==> config.mk <==
export PLATFORM = sky130hd
export DESIGN_NAME = alu_share_arbiter
export DESIGN_NICKNAME = d
export VERILOG_FILES = /design/src/rtl/alu_pkg.sv /design/src/rtl/alu_grant2.sv /design/src/rtl/alu_share_arbiter.sv
export SDC_FILE = /design/constraint.sdc
export NUM_CORES = 1
export LEC_CHECK = 0
export ABC_AREA = 1
export CORE_AREA = 5 5 120 122
export DETAILED_ROUTE_END_ITERATION = 8
export DIE_AREA = 0 0 125 127
export MAX_ROUTING_LAYER = met4
export PLACE_DENSITY_LB_ADDON = 0.15
export SYNTH_ARGS = -nofsm -noshare
export SYNTH_HDL_FRONTEND = slang
export SYNTH_SLANG_ARGS = --single-unit
==> constraint.sdc <==
create_clock -name clk -period 3.6 [get_ports clk]
set_clock_uncertainty 0.05 [all_clocks]
set_input_delay 1.08 -clock clk [delete_from_list [all_inputs] [get_ports clk]]
set_output_delay 1.08 -clock clk [all_outputs]
set_load 0.03 [all_outputs]
==> images/metal_density.png <==
Scale: 3 px per um. The die is cut into 25 by 25 equal tiles; black is low, pale yellow is high, scaled to the fullest tile. Values are wire area over tile area, all layers added.
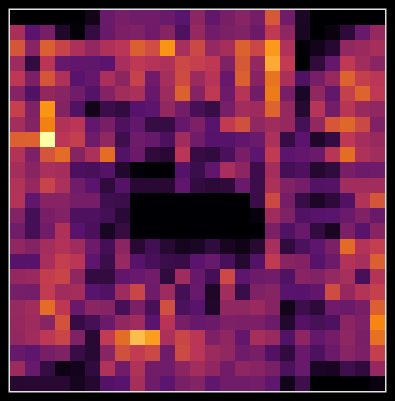
densest ninth of the die	top centre
nearly empty tiles	7.4%
mean over tiles	0.16
fullest tile	0.52
tiles over half the peak	13%
emptiest ninth of the die	centre
vias after detailed routing: 4627
Total GRT Usage: 20.1%
Routed WL: 16000 um

==> images/layer_met3.png <==
Scale: 4 px per um.
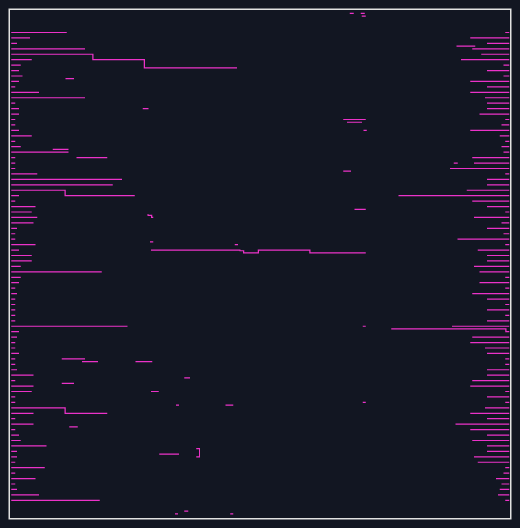
wire length on this layer	1120 um
longest straight run	28.8 um
M3 GR Usage: 4.76%

==> images/clocks.png <==
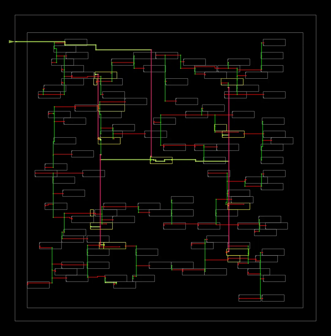
flop count: 107
Clock group: 985 uW
Late-Pin Clk Latency: 0.34 ns

==> images/sizes.png <==
Scale: 4 px per um.
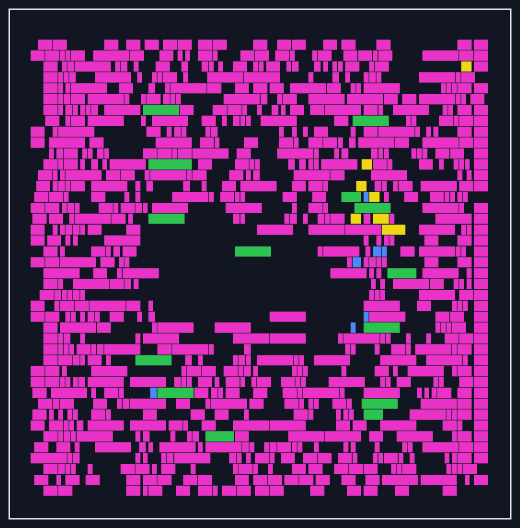
colour	size	cells	share
green	_6 and larger	14	1.7%
yellow	_3 and _4 cells	7	0.83%
magenta	_0 and _1 cells	814	97%
blue	_2 cells	7	0.83%
setup ws final: 0.422 ns
Buffers excl. clock: 318
synth-to-layout area growth: 69.6%

==> images/flops_by_reg.png <==
Scale: 3 px per um. Other sequential cells in the stronger grey, the rest of the logic in the fainter grey.
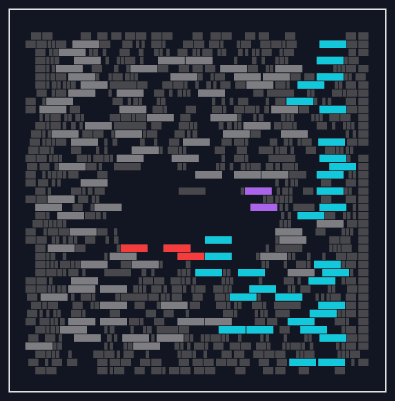
colour	netlist name	flops
red	alu_op	3
purple	state_q	2
cyan	rsp0_w	32
not coloured	70
Seq area share: 33.4%
Reg area: 2680 um2
final core utilization: 61.2%
Seq group: 2180 uW

==> impl_metrics.py <==
# Metrics from the implementation run
metrics = {
    "cts": {
        "cts.sinks": 107,
        "cts_root_buf": "clkbuf_16",
        "htree_levels": 3,
        "cts.clk_slew.worst_paths_ns": 0.07,
    },
    "grt": {
        "grt_max_degree": 69,
        "antenna_found_initial": 0,
        "grt_pass1_wl_um": 25000,
        "grt_overflow": 0,
    },
    "worst_hold_path": {
        "hold_path_depth": 2,
        "min_path_type": "reg2reg",
    },
    "final_timing": {
        "min_period_over_period_pct": 88.3,
        "max_freq_mhz": 315,
        "tns_ns": 0,
        "rsz0062_at_grt": "no",
        "worst_pin_slew_ns": 0.719,
        "final_max_slew_viol_count": 0,
    },
    "yosys": {
        "synth_nets": 745,
        "syn_area_um2": 4720,
        "yosys-stat-area_um2": 4720,
        "synthDistinctLibCells": 15,
        "ys_warn_count": 0,
        "synth_flops": 107,
    },
    "pwr": {
        "vdd.ir_drop.worst_mv": 0.398,
        "power_leakage_uw": 0.00366,
        "cellPowerDensity_nw_per_um2": 966,
    },
    "worst_setup_path": {
        "critical_path_arrival_ns": 2.05,
        "path_class": "in2out",
        "reg2reg_slack_ns": 1.64,
        "worst-r2r-cell-count": 7,
        "cp_max_fo": 2,
    },
    "floorplanning": {
        "ios": 315,
        "fp-utilization_pct": 36.1,
        "core_area_um2": 13100,
        "chipArea_um2": 15900,
    },
    "drt": {
        "post_drt_wl_per_cell_um": 15.7,
        "drt_pass1_iterations": 4,
        "vias_per_cell": 4.55,
    },
    "cells_and_area": {
        "diodes": 0,
        "drive_above_1_share_pct": 3.33,
        "layout_top_cell": "nand2_1",
    },
    "place": {
        "dp_hpwl_um": 12100,
        "place_area_um2": 7710,
    },
    "run_status": {
        "outcome": "finished, final reports clean",
    },
}
==> layout make-up <==
type                       instances  area [um2]
clock buffer                      13         260
multi-input combinational        393        1590
timing repair buffer             318        3190
clock inverter                     2        35.0
sequential                       107        2680
tap                              176         220
inverter                           9        33.8
fill                            1087        5080
==> cells by family (layout without fill, tap and decap cells) <==
family	after synthesis	in the layout	synth area share (%)
AOI/OAI and AO/OA	2	2	0.291
buffers and inverters	71	342	9.81
DFF	107	107	56.7
and+or+nand+nor	391	391	33.2
==> power breakdown <==
group,switching (uW),internal [uW]
registers,390,1790
logic,2740,1820
clock network,412,573
==> Yosys cell counts <==
cell / count / area, um2
inv_2: 4 / 15.0
nand2_1: 312 / 1170
o21ai_2: 1 / 8.76
nor2_4: 1 / 11.3
buf_2: 10 / 50.1
nor2_1: 7 / 26.3
buf_6: 4 / 45.0
inv_1: 5 / 18.8
clkbuf_1: 7 / 26.3
o21ai_0: 1 / 5.00
nand3_1: 69 / 345
nor2_2: 1 / 6.26
nand2_2: 1 / 6.26
dfrtp_1: 107 / 2680
buf_4: 41 / 308
==> worst max-delay path, stage by stage <==
cell and delay, ns:
clkdlybuf4s50_1 0.52, inv_1 0.05, nor2_1 0.08, nand2_1 0.08
inv_2 0.07, buf_4 0.16
==> metal layers <==
layer  vias to the layer above  part of all wire, %  GRT usage, %
met3                        27                  7.0          4.76
met2                       216                   51          35.2
met1                      2120                   40          22.7
li1                       2264                    -             -
met5                         -                    0             -
met4                         0                  2.4          7.08
==> per-stage QoR <==
step	cells	worst slack (ns)
2_1_floorplan	571	0.910
3_3_place_gp	1003	0.406
3_5_place_dp	1003	0.428
4_1_cts	1018	0.420
5_1_grt	1018	0.315
6_report	1018	0.422
Power figures rest on the tool's default switching activity, not on a simulated workload.
